Run 1, PDN straps and rails:
Scale bar: 20 um. Pins as bars on the die edge.
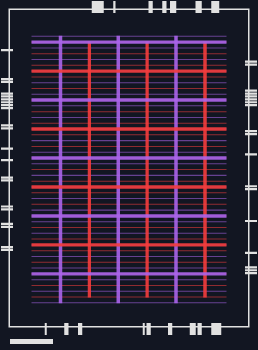
Run 1, placed cells, one colour a class:
Fill, decap, tap and diode cells in grey.
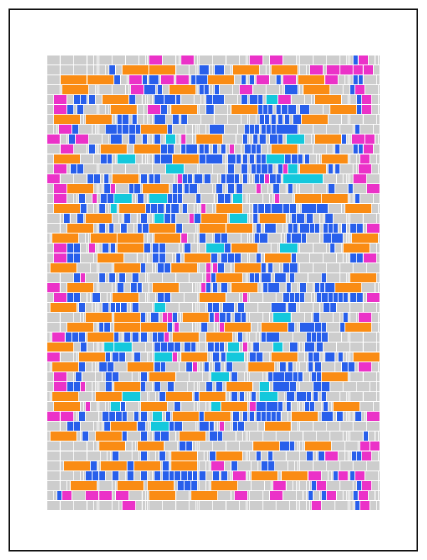
Run 1, clock distribution:
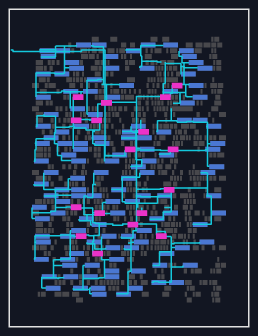
Run 1, routed metal, one colour a layer:
Scale bar: 20 um. Only two layers are drawn.
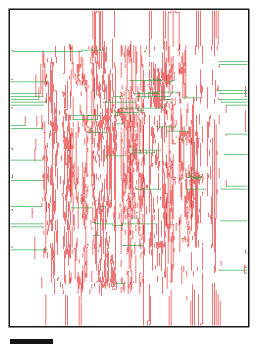
==> src/rtl/program_loader_if.sv <==
// program_loader_if: byte-stream handshake plus instruction-memory write port
interface program_loader_if;
  logic in_valid;
  logic [7:0] in_data;
  logic in_ready;
  logic imem_WriteEnable;
  logic [31:0] imem_Address;
  logic [31:0] imem_WriteData;
  modport master (
    output in_valid, in_data,
    input in_ready, imem_WriteEnable, imem_Address, imem_WriteData
  );
  modport slave (
    input in_valid, in_data,
    output in_ready, imem_WriteEnable, imem_Address, imem_WriteData
  );
endinterface

==> src/rtl/program_loader.sv <==
// program_loader: assembles a checksummed byte stream into instruction memory, holding the CPU in reset until it loads cleanly
module program_loader #(
  parameter int INSTR_MEM_SIZE = 1024
) (
  input  logic clock,
  input  logic reset,
  program_loader_if.slave bus,
  output logic cpu_reset,
  output logic done,
  output logic error
);
  localparam int IW = $clog2(INSTR_MEM_SIZE) + 1;
  typedef enum logic [2:0] {HEADER, DATA, CHECK, DONE, ERROR} state_t;
  state_t state, state_n;
  logic [1:0] cnt, cnt_n;
  logic [IW-1:0] idx, idx_n;
  logic [31:0] n, n_n, word;
  logic [23:0] sh, sh_n;
  logic [7:0] xacc, xacc_n;
  logic fire, we_n;
  assign fire = bus.in_valid && bus.in_ready;
  assign word = {sh, bus.in_data};
  always_comb begin
    state_n = state;
    cnt_n = cnt;
    idx_n = idx;
    n_n = n;
    sh_n = sh;
    xacc_n = xacc;
    we_n = 1'b0;
    if (fire) begin
      cnt_n = cnt + 2'd1;
      sh_n = word[23:0];
      case (state)
        HEADER: if (cnt == 2'd3) begin
          n_n = word;
          idx_n = '0;
          xacc_n = '0;
          // full 32-bit compare so huge counts cannot wrap into range
          state_n = (word > 32'(INSTR_MEM_SIZE)) ? ERROR : (word == 32'd0) ? CHECK : DATA;
        end
        DATA: begin
          xacc_n = xacc ^ bus.in_data;
          if (cnt == 2'd3) begin
            we_n = 1'b1;
            idx_n = idx + IW'(1);
            if (32'(idx) + 32'd1 == n) state_n = CHECK;
          end
        end
        CHECK: state_n = (bus.in_data == xacc) ? DONE : ERROR;
        default: ;
      endcase
    end
  end
  always_ff @(posedge clock) begin
    if (reset) begin
      state <= HEADER;
      cnt <= '0;
      idx <= '0;
      n <= '0;
      sh <= '0;
      xacc <= '0;
      bus.in_ready <= 1'b1;
      bus.imem_WriteEnable <= 1'b0;
      bus.imem_Address <= '0;
      bus.imem_WriteData <= '0;
      cpu_reset <= 1'b1;
      done <= 1'b0;
      error <= 1'b0;
    end else begin
      state <= state_n;
      cnt <= cnt_n;
      idx <= idx_n;
      n <= n_n;
      sh <= sh_n;
      xacc <= xacc_n;
      bus.imem_WriteEnable <= we_n;
      if (we_n) begin
        bus.imem_Address <= 32'({idx, 2'b00});
        bus.imem_WriteData <= word;
      end
      bus.in_ready <= (state_n == HEADER) || (state_n == DATA) || (state_n == CHECK);
      cpu_reset <= state_n != DONE;
      done <= state_n == DONE;
      error <= state_n == ERROR;
    end
  end
endmodule
==> src/flat_wrapper.sv <==
// flat-port wrapper written by rule: the top's interface ports become plain ports
module program_loader_flat 
#(
  parameter int INSTR_MEM_SIZE = 1024
)
  (clock, reset, cpu_reset, done, error, bus_in_valid, bus_in_data, bus_in_ready, bus_imem_WriteEnable, bus_imem_Address, bus_imem_WriteData);
  program_loader_if bus_i ();
  input  logic clock;
  input  logic reset;
  output logic cpu_reset;
  output logic done;
  output logic error;
  input wire logic [$bits(bus_i.in_valid)-1:0] bus_in_valid;
  input wire logic [$bits(bus_i.in_data)-1:0] bus_in_data;
  output wire logic [$bits(bus_i.in_ready)-1:0] bus_in_ready;
  output wire logic [$bits(bus_i.imem_WriteEnable)-1:0] bus_imem_WriteEnable;
  output wire logic [$bits(bus_i.imem_Address)-1:0] bus_imem_Address;
  output wire logic [$bits(bus_i.imem_WriteData)-1:0] bus_imem_WriteData;
  assign bus_i.in_valid = bus_in_valid;
  assign bus_i.in_data = bus_in_data;
  assign bus_in_ready = bus_i.in_ready;
  assign bus_imem_WriteEnable = bus_i.imem_WriteEnable;
  assign bus_imem_Address = bus_i.imem_Address;
  assign bus_imem_WriteData = bus_i.imem_WriteData;
  program_loader #(.INSTR_MEM_SIZE(INSTR_MEM_SIZE)) u_core (.clock(clock), .reset(reset), .bus(bus_i), .cpu_reset(cpu_reset), .done(done), .error(error));
endmodule
==> config.mk <==
export PLATFORM = sky130hd
export DESIGN_NAME = program_loader_flat
export DESIGN_NICKNAME = d
export VERILOG_FILES = /design/src/rtl/program_loader_if.sv /design/src/rtl/program_loader.sv /design/src/flat_wrapper.sv
export SDC_FILE = /design/constraint.sdc
export NUM_CORES = 1
export LEC_CHECK = 0
export ABC_AREA = 1
export CORE_ASPECT_RATIO = 1.4
export CORE_MARGIN = 10
export CORE_UTILIZATION = 45
export CTS_BUF_LIST = sky130_fd_sc_hd__clkbuf_4 sky130_fd_sc_hd__clkbuf_8
export DETAILED_ROUTE_END_ITERATION = 7
export GPL_TIMING_DRIVEN = 0
export PLACE_DENSITY_LB_ADDON = 0.08
export SLEW_MARGIN = 15
export SYNTH_ARGS = -nofsm -noshare
export SYNTH_HDL_FRONTEND = slang
export SYNTH_SLANG_ARGS = --single-unit
==> constraint.sdc <==
create_clock -name clock -period 3.6 [get_ports clock]
set_input_delay 0.72 -clock clock [delete_from_list [all_inputs] [get_ports clock]]
set_output_delay 0.72 -clock clock [all_outputs]
set_load 0.005 [all_outputs]
==> run summary, run 1 <==
Implementation summary

The layout sequential cell count is 128. The number of setup buffers added after CTS is 0. The final layout contains routed wiring with a total length of 14.95 mm. By instance count after routing, the leading logic cell type is dfxtp_1. The final layout report lists a filler cell count of 1111. The final hold violation count recorded for this run is 0. At the worst endpoint, the required time is 3900 ps.

For this run, global-route usage on met2 was measured as 31.60%. The critical path startpoint is bus_in_valid. The number of buffers added by the clock tree synthesis step is 17. The final power report lists total power as 2.828 mW.

For this block, the initial DRC count from the detailed router was 275. The number of tap cells added at floorplan is 144. The largest stage delay on the critical path is 650 ps. After detailed placement, the design holds a cell count of 902.

The report puts the cell count of the worst reg-to-reg path at 7. Synthesis instantiated 36 different standard cells from the library. In this run, post-CTS hold repair placed 0 buffers. The number of cells in the yosys synthesis report is 680. After layout, the inverter instance count without clock inverters stands at 65. In this run the top signal layer used is met4. After the flow finishes, the layout carries non-filler instances totaling 934. The number of warnings in the stage logs is 26. The library cells used most frequently in the layout, excluding fill and tap cells, are dfxtp_1, o21ai_0, a21oi_1.

For this run, the number of Yosys warnings is 0. The run finished with clean final reports. The number of global-route vias before repair is 4847.

For this design the top-level I/O count stands at 80. The worst setup path category is in -> reg. The cell with the largest stage delay on the worst path is nor2_1. The startpoint of the worst hold path is u_core.n[0]$_SDFFE_PP0P_. The largest registers in the layout are u_core.bus.imem_WriteData: 32 flops, u_core.n: 32 flops, u_core.sh: 24 flops. The die outline area is 16570 um2. The flow measured a signed area growth from synthesis to layout of 22.77%.

The peak-usage layer in the global routing report is met2. The transition time recorded at the tightest slew-check pin is 849.7 ps. At the end of the flow, the number of nets in the layout was 790. The part of the power in combinational logic is 7.5%.

The startpoint class of the critical path is an input pin. The vias per cell is 5.179. The routed wire length on met3 is 746 um.

The share of total power dissipated in sequential elements is 52.0%. The final timing report lists a max-slew violation count of 0. The report gives the cell count of the worst hold path as 2.

The CTS root buffer is clkbuf_8. The number of cells on the critical path is 8. Cell internal power was estimated by the tool at 2.092 mW. Routability-driven placement finished with a final weighted congestion of 0.8868. The biggest area consumer among synthesized cells is dfxtp_1. The cell repeated most along the worst path is nor2_1.

The number of rows created at floorplan is 46. The timing report gives the clock slew at the launch and capture registers of the worst setup and hold paths as 70 ps. The maximum VDD drop is 0.2454 mV.

In this run the critical path is formed by clkdlybuf4s50_1 -> nand2_1 -> nor2_1 -> inv_1 -> nor2_1 -> nor2_1 -> a21oi_1 -> nor2_1. The maximum clock frequency is 0.3697 GHz. The detailed router put a total of 6.167 mm of wire on met1.

The largest driver fanout on the critical path is 9. Counting every sink on the clock net gives 128. The first detailed-routing pass took 5 iterations. The clock period minus final worst setup slack is 2705 ps. The worst setup path is captured at a register. The number of enable flip-flop cells is 0. The power dissipated by switching net loads is 735.9 uW. The post-route antenna net violation count is 0.

The count of maximum capacitance violations is 0. The final timing report counts setup violations totalling 0. Checking hold timing, the worst path is listed with class reg -> reg. Per STA, the worst path accumulates the most delay in the family simple AND/OR/NAND/NOR gates. The slack of the worst reg-to-reg path is 1320 ps. The multi-input gate area in the final layout is 2283 um2. The capture endpoint of the worst hold path is u_core.n[0]$_SDFFE_PP0P_. For the worst setup path, the data arrival time is 3000 ps.

The clock network takes up 5.696% of total cell area after layout.
-- 'PDN straps and rails' (at the start) --
Key: red = VDD; purple = VSS
6 straps on met4. 80 signal pins sit on the boundary. 47 met1 rails follow the rows. The core has 46 rows. 9 straps on met5.
x dimension of the die: 111.7 um
core outline area: 11450 um2

-- 'placed cells, one colour a class' (at the start) --
Key: magenta = other buffers and delay cells [cells 111, share of their area 14%]; blue = all other logic [cells 519, share of their area 40%]; orange = flip-flops [cells 128, share of their area 41%]; cyan = clock drivers and dummy loads [cells 32, share of their area 5.9%]

-- 'clock distribution' (at the start) --
Key: cyan = clock wires [length 1530 um]; blue = flip-flops [count 128]; magenta = cells driving clock nets [count 17]
Position of the flops: widely spread. There are 18 routed clock nets.
Late-Pin Clk Latency: 420 ps
Clock Skew: 9.505 ps
P_clk: 1.15 mW
part of the power in the clock network: 40.6%

-- 'routed metal, one colour a layer' (at the start) --
Key: green = met3 [wire length 747 um]; red = met2 [wire length 7660 um]
average wire length per cell after detail routing: 16.00 um
Global Route Usage Sum: 17.91%

[run 1: power by group through the flow]
| stage | Clock, mW | Sequential, mW | Combinational, mW |
|---|---|---|---|
| floorplan | 0 | 1.49 | 0.140 |
| global placement | 0 | 1.50 | 0.206 |
| detailed placement | 0 | 1.50 | 0.207 |
| CTS | 1.17 | 1.47 | 0.208 |
| global route | 1.24 | 1.47 | 0.237 |
| finish | 1.15 | 1.47 | 0.211 |
[run 1: cell families after synthesis]
kind of cell    count (synthesis)  share of synthesized area, %
simple gates                  200                         17.13
fa+ha+maj                       2                        0.4724
other cells                     1                       0.07080
flops                         128                         48.38
compound gates                218                         21.88
buf+inv                       118                         9.922
xor+xnor                       13                         2.150
Run 1, the clock network:
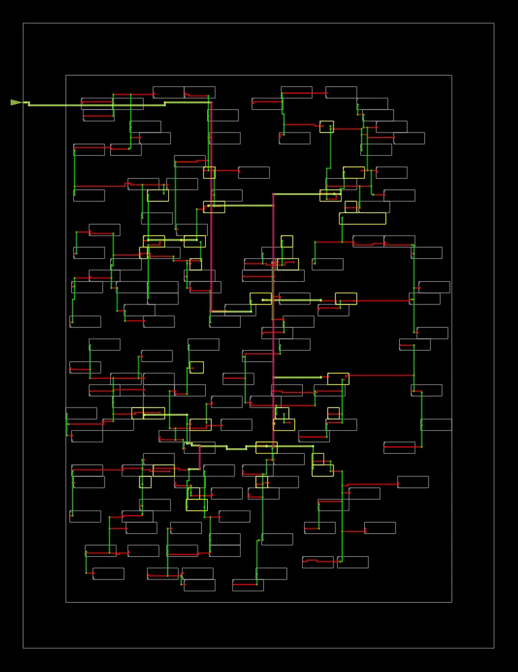

--- run 2 (diff from run 1) ---
==> constraint.sdc (replaced) <==
create_clock -name clock -period 2.4 [get_ports clock]
set_input_delay 0.48 -clock clock [delete_from_list [all_inputs] [get_ports clock]]
set_output_delay 0.48 -clock clock [all_outputs]
set_load 0.005 [all_outputs]
Run 2, the clock network:
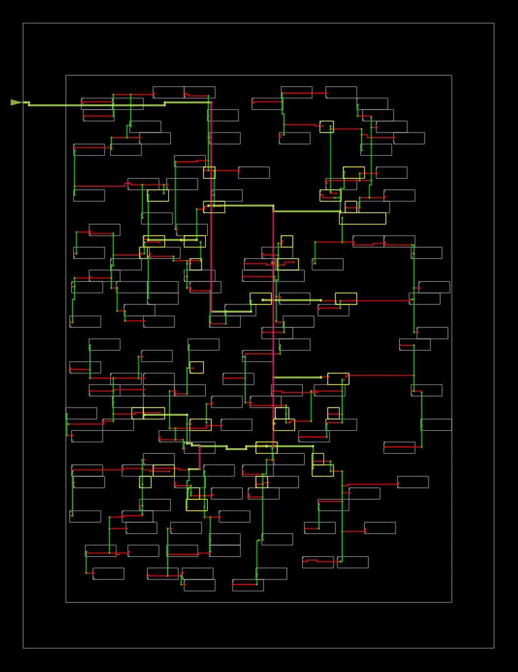
Clock Skew: 8.770 ps
count of sequential standard cells: 128

Run 2, PDN straps and rails:
Scale bar: 20 um. Pins as bars on the die edge.
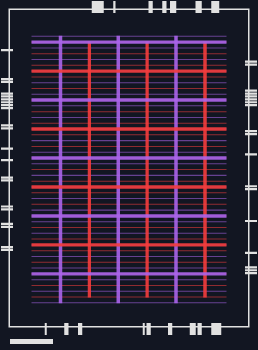
Key: purple = VSS; red = VDD
The core has 46 rows. 9 straps on met5. 47 met1 rails follow the rows.
highest ir drop seen on vdd: 0.3681 mV
die span in y: 148.4 um

==> run 2 against run 1 <==
Against the previous run: synthesized area unchanged; hold slack about the same; setup slack got worse by 710 ps; die area unchanged; register-to-register slack worse by 1100 ps; non-clock buffer count unchanged; clock-buffer cell count unchanged; sequential power increased by about 50%; cell count unchanged; clock skew fell by 0.73 ps; first-iteration DRC count is 5.5% lower; synthesized cell count unchanged; largest cell class unchanged; largest power group unchanged.
==> run summary, run 2 <==
Implementation summary

The floorplan die width came to 111.7 um (unchanged). The count of endpoints failing hold in the final timing report came to 0 (unchanged). The most frequent standard cell in the layout excluding fill and tap cells is dfxtp_1. Detailed routing inserted a total of 4819 vias. The final RePlAce weighted congestion was 0.8868 (unchanged). The number of global-route vias before repair is 4847 (unchanged). The area fraction in mux cells was 0% (unchanged). The endpoint of the worst-slack reg-to-reg timing path is u_core.bus.imem_WriteData[29]$_SDFFE_PP0P_. The total detailed-routing wirelength is 14.93 mm (-0.13%). The number of sinks on the clock net was 128 (unchanged). The vias per cell is 5.160 (-0.37%).

The final count of negative-setup-slack endpoints is 0 (unchanged). The share of the synthesized netlist area taken by xor and xnor gates is 2.150% (unchanged). The count of yosys warnings during synthesis is 0 (unchanged). The count of maximum capacitance violations is 0 (unchanged).

The arrival time of data at the critical path endpoint was 2510 ps (-490 ps). The slew of the pin with the lowest slew margin is 638.5 ps (-211.2 ps). The origin of the critical flop-to-flop path is u_core.state[1]$_SDFF_PP0_. The slack of the worst reg-to-reg path is 260 ps (-1060 ps). The worst setup path is launched from an input pin. The post-route antenna net violation count is 0 (unchanged). The number of rows created at floorplan came to 46 (unchanged). The number of cells on the critical path is 6 (-2). The worst pin sits at a relative slew slack of 57.43%. The largest stage delay on the critical path is 460 ps (-190 ps). The clock period minus final worst setup slack is 2214 ps. The met2 track demand over resource in global routing is 31.60% (unchanged). The class of the tightest hold or removal check is reg -> reg. The non-filler instance count after layout came to 934 (unchanged). The count of TritonRoute iterations in the first routing pass was 5 (unchanged). Looking at the hold checks, the worst path lands on u_core.n[0]$_SDFFE_PP0P_. The largest driver fanout on the critical path is 10 (+1). The number of setup buffers added after CTS was 0 (unchanged). The placed instance count came to 902 (unchanged). The later-pin clock latency in the skew report is 430 ps (about the same). Among the non-sequential cells, AND-OR/OR-AND gates take the most area. The routed wire length on met3 came to 711 um (-4.7%).

The average wire per standard cell is 15.98 um (-0.13%). The global routing stage identified its most utilized layer as met2. The critical path is of the in -> reg type. Ranking logic cells in the layout by count gives the top entries dfxtp_1, o21ai_0, a21oi_1. The synthesized netlist occupies a cell area of 5296 um2. The cell repeated most along the worst path is clkbuf_1.

The worst setup path is captured at a register. The overall power after layout is 4.245 mW (+50%). The tally of buffers added on design ports is 58. The largest individual stage delay along the critical path comes from the cell clkdlybuf4s50_1. The register share after synthesis is 48.38%. The number of cells on the worst reg-to-reg path is 10 (+3). The boundary pin count is 80 (unchanged). The number of enable flip-flop cells came to 0 (unchanged).

The run finished with clean final reports. The synthesized design spends more area on one cell type than any other, namely dfxtp_1. The number of warnings in the stage logs is 26 (unchanged).

The number of buffers added by the clock tree synthesis step is 17 (unchanged). The simple-gate share of the synthesized area is 17.13% (unchanged). The cell sequence reported for the critical path is clkdlybuf4s50_1 -> nand2_1 -> nor2_1 -> clkbuf_1 -> clkbuf_1 -> a21oi_1. The core area is 11450 um2 (unchanged). The number of filler cells placed in the layout is 1111 (unchanged). In this run the worst setup path begins at bus_in_valid. The CTS root buffer is clkbuf_8. The area share of fa/ha/maj cells after synthesis came to 0.4725% (unchanged).

The count of final max-slew check failures is 0 (unchanged). The clock-pin transition on the worst setup and hold timing paths was 70 ps (about the same). The script parses the final routing iteration and logs DRC violations as 0. The number of hold-repair buffers added at the cts stage is 0 (unchanged). The die outline area was 16570 um2 (unchanged). Routed signal wires occupy layers up through met4.

The iteration-0 DRC count of the detailed router is 260 (-5.5%). The number of instances on the worst hold path is 2 (unchanged). The registers reported with the highest flop counts are u_core.bus.imem_WriteData: 32 flops, u_core.n: 32 flops, u_core.sh: 24 flops.

The total number of nets in the final design is 790 (unchanged). The wire length on met1 is 6.191 mm (+0.39%). The number of cells in the yosys synthesis report is 680 (unchanged). The fraction of registers with async set or reset after synthesis is 0%. The worst path required time is 2700 ps (-1200 ps). The family of cells with the greatest summed delay on the critical path is buffers and inverters. Per the timing report, the achievable frequency comes out to 0.4517 GHz. The aoi/oai-family share of the synthesized area is 21.88% (unchanged). The most instantiated flip-flop cell in the synthesis netlist is dfxtp_1. In this run the most critical hold path is launched from u_core.n[0]$_SDFFE_PP0P_. The number of library cell types mapped by synthesis is 36 (unchanged).
Run 2, placed cells, one colour a class:
Fill, decap, tap and diode cells in grey.
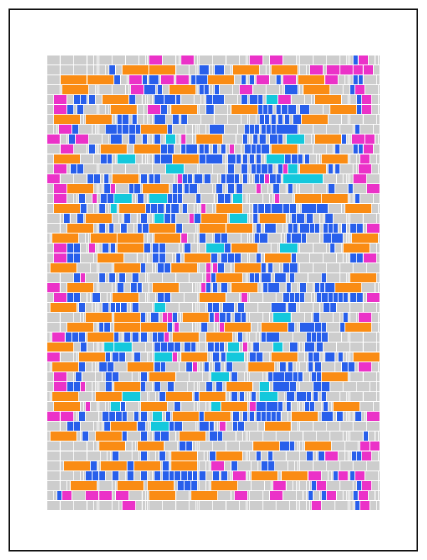
Key: magenta = other buffers and delay cells [cells 111, share of their area 14%]; cyan = clock drivers and dummy loads [cells 32, share of their area 5.9%]; orange = flip-flops [cells 128, share of their area 40%]; blue = all other logic [cells 519, share of their area 40%]

[run 2: cell count changes in the layout (fill, tap and decap cells not counted)]
cell,change
clkbuf_1,-2
clkbuf_2,+2
nor2_1,-1
nor2_2,+1
[run 2: power breakdown]
part / switching, mW / internal (mW)
Sequential: 0.0308 / 2.17
Clock: 0.869 / 0.854
Combinational: 0.207 / 0.110
[run 2: layout make-up]
cell class / count / area (um2) / share of cell area (%)
Sequential cell: 128 / 2562 / 39.38
Multi-Input combinational cell: 454 / 2286 / 35.13
Timing Repair Buffer: 58 / 580.6 / 8.921
Buffer: 53 / 284.0 / 4.365
Clock buffer: 20 / 256.5 / 3.942
Inverter: 65 / 244.0 / 3.749
Tap cell: 144 / 180.2 / 2.769
Clock inverter: 12 / 113.9 / 1.750
Run 2, clock distribution:
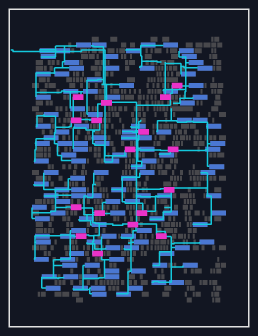

--- run 3 (diff from run 2) ---
--- a/config.mk
+++ b/config.mk
@@ -8,7 +8,7 @@
 export ABC_AREA = 1
 export CORE_ASPECT_RATIO = 1.4
 export CORE_MARGIN = 10
-export CORE_UTILIZATION = 45
+export CORE_UTILIZATION = 39
 export CTS_BUF_LIST = sky130_fd_sc_hd__clkbuf_4 sky130_fd_sc_hd__clkbuf_8
 export DETAILED_ROUTE_END_ITERATION = 7
 export GPL_TIMING_DRIVEN = 0
Run 3, clock distribution:
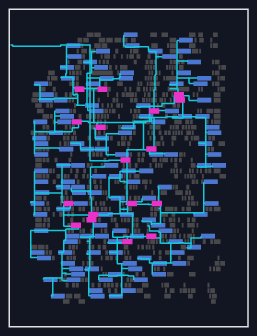
Key: magenta = cells driving clock nets [count 17]; cyan = clock wires [length 1530 um]; blue = flip-flops [count 128]
Position of the flops: widely spread.

Run 3, PDN straps and rails:
Scale bar: 20 um. Pins as bars on the die edge.
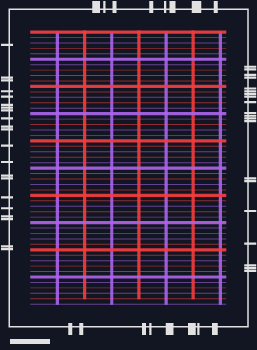
Key: red = VDD; purple = VSS
7 straps on met4. 51 met1 rails follow the rows. The core has 50 rows. 80 signal pins sit on the boundary.
core outline area: 13330 um2
x dimension of the die: 118.5 um
die span in y: 157.9 um
highest ir drop seen on vdd: 0.3691 mV

Run 3, the clock network:
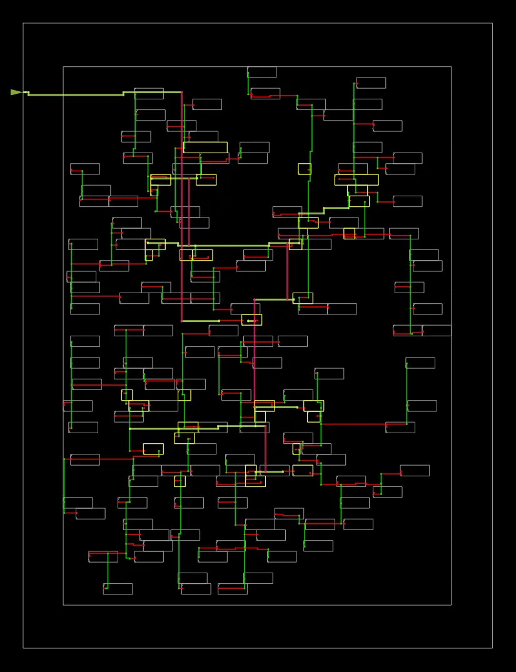
Num CTS Buffers: 17
count of clock-net buffers in the final layout: 19
P_clk: 1.81 mW
Sink Count: 128
Clock Skew: 8.918 ps

==> run 3 against run 2 <==
Against the previous run: clock skew is essentially flat; register-to-register slack got worse by 30 ps; sequential share of layout area fell by 0.46 points; largest cell class unchanged; power is 2.0% higher; clock-buffer cell count is 1 lower; setup slack got worse by 1.9 ps; design area grew 1.2%.
==> run summary, run 3 <==
Implementation summary

The run finished with clean final reports. The count of final max-slew check failures is 0 (unchanged). The clock-pin transition on the worst setup and hold timing paths is 80 ps (about the same). The proportion of final cell area spent on non-clock buffers is 13.15% (-0.13 points). The post-route antenna net violation count is 0 (unchanged). The number of cells in the yosys synthesis report is 680 (unchanged). The fraction of area in registers is 38.92% (-0.46 points). The fraction of registers with async set or reset after synthesis came to 0% (unchanged). The library cells used most frequently in the layout, excluding fill and tap cells, are dfxtp_1, o21ai_0, a21oi_1. The later-pin clock latency in the skew report came to 420 ps (about the same). The number of rows created at floorplan is 50 (+8.7%). The combinational logic power is 318 uW (about the same). The number of global-route vias before repair is 4819 (-0.58%). The boundary pin count came to 80 (unchanged).

The number of instances on the worst hold path is 2 (unchanged). The register area is 2562 um2 (unchanged). The count of non-CTS inverters in the layout is 65 (unchanged). The vias per cell is 4.967 (-3.7%). The count of non-CTS buffers in the layout came to 111 (unchanged). The sequential power share is 50.9% (-1.0 points). The register share after synthesis was 48.38% (unchanged). The number of enable flip-flop cells is 0 (unchanged). The count of maximum capacitance violations came to 0 (unchanged). STA lists the endpoint of the worst register-to-register path as u_core.cpu_reset$_SDFF_PP1_. The final RePlAce weighted congestion came to 0.8518 (-3.9%). The slew of the pin with the lowest slew margin is 657.5 ps (+19.00 ps). The largest stage delay on the critical path was 460 ps (about the same). The maximum clock frequency was 0.4513 GHz (about the same). The count of endpoints failing hold in the final timing report is 0 (unchanged). The fraction of power consumed by the clock network came to 41.7% (+1.1 points). The power dissipated by switching net loads was 1.100 mW (-0.64%). The count of yosys warnings during synthesis came to 0 (unchanged). The layout sequential cell count came to 128 (unchanged). The power consumed by sequential cells is 2.20 mW (about the same). The critical path capture point type is a register.

The highest-power group is registers. The most instantiated flip-flop cell in the synthesis netlist is dfxtp_1. The number of cells on the worst reg-to-reg path is 14 (+4). The count of TritonRoute iterations in the first routing pass is 7 (+2).

The cell group occupying the most layout area is flip-flops and latches. The final count of negative-setup-slack endpoints is 0 (unchanged). The number of cells on the critical path is 8 (+2). The clock period minus final worst setup slack is 2216 ps (+1.898 ps).

The placed instance count is 940 (+4.2%). The count of multi-input gates is 454 (unchanged). The switching share of total power is 25.41% (-0.67 points). The tally of buffers added on design ports came to 58 (unchanged). The number of warnings in the stage logs was 26 (unchanged).

The origin of the critical flop-to-flop path is u_core.idx[1]$_SDFFE_PP0P_. The total detailed-routing wirelength is 15.35 mm (+2.9%). The number of tap cells added at floorplan is 182 (+26%). The number of vias after detailed routing is 4828 (+0.19%).

The number of setup buffers added after CTS is 0 (unchanged). The CTS root buffer is clkbuf_8. In the setup report, the worst path falls into the class in -> reg. The non-filler instance count after layout is 972 (+4.1%). The die outline area is 18710 um2 (+13%). The relative max-transition margin is 56.17% (-1.3 points).

In the hold report, the worst path ends at u_core.n[0]$_SDFFE_PP0P_. The iteration-0 DRC count of the detailed router was 364 (+40%). The multi-input gate share of total cell area came to 34.83% (-0.29 points). The biggest area consumer among synthesized cells is dfxtp_1. The largest driver fanout on the critical path is 9 (-1). The internal power is 3.230 mW (+2.9%). The family of cells with the greatest summed delay on the critical path is simple AND/OR/NAND/NOR gates. Per STA, the library cell used most along the worst path is nor2_1. The worst path required time came to 2700 ps (about the same). The launch point of the critical path was reported as bus_in_valid. The worst setup path is launched from an input pin. The part of the power in combinational logic was 7.4% (about the same).
[run 3: cell count changes in the layout (fill, tap and decap cells not counted), sizes merged]
cell / change
clkinvlp: -4
buf: -1
inv: -1
bufinv: +1
clkinv: +5
[run 3: logic make-up after synthesis]
kind of cell / Yosys count / synth area share (%)
compound gates: 218 / 21.88
simple gates: 200 / 17.13
flops: 128 / 48.38
buf+inv: 118 / 9.922
xor+xnor: 13 / 2.150
fa+ha+maj: 2 / 0.4724
other cells: 1 / 0.07080
[run 3: layer usage]
layer | up-vias | share of wire (%) | global-route usage (%)
met2 | 96 | 51 | 29.56
li1 | 2429 | - | -
met3 | 19 | 5.6 | 4.955
met5 | - | 0 | 0
met4 | 0 | 1.7 | 5.598
met1 | 2284 | 41 | 18.05
No activity file was given, so power comes from the tool's default toggle rates.
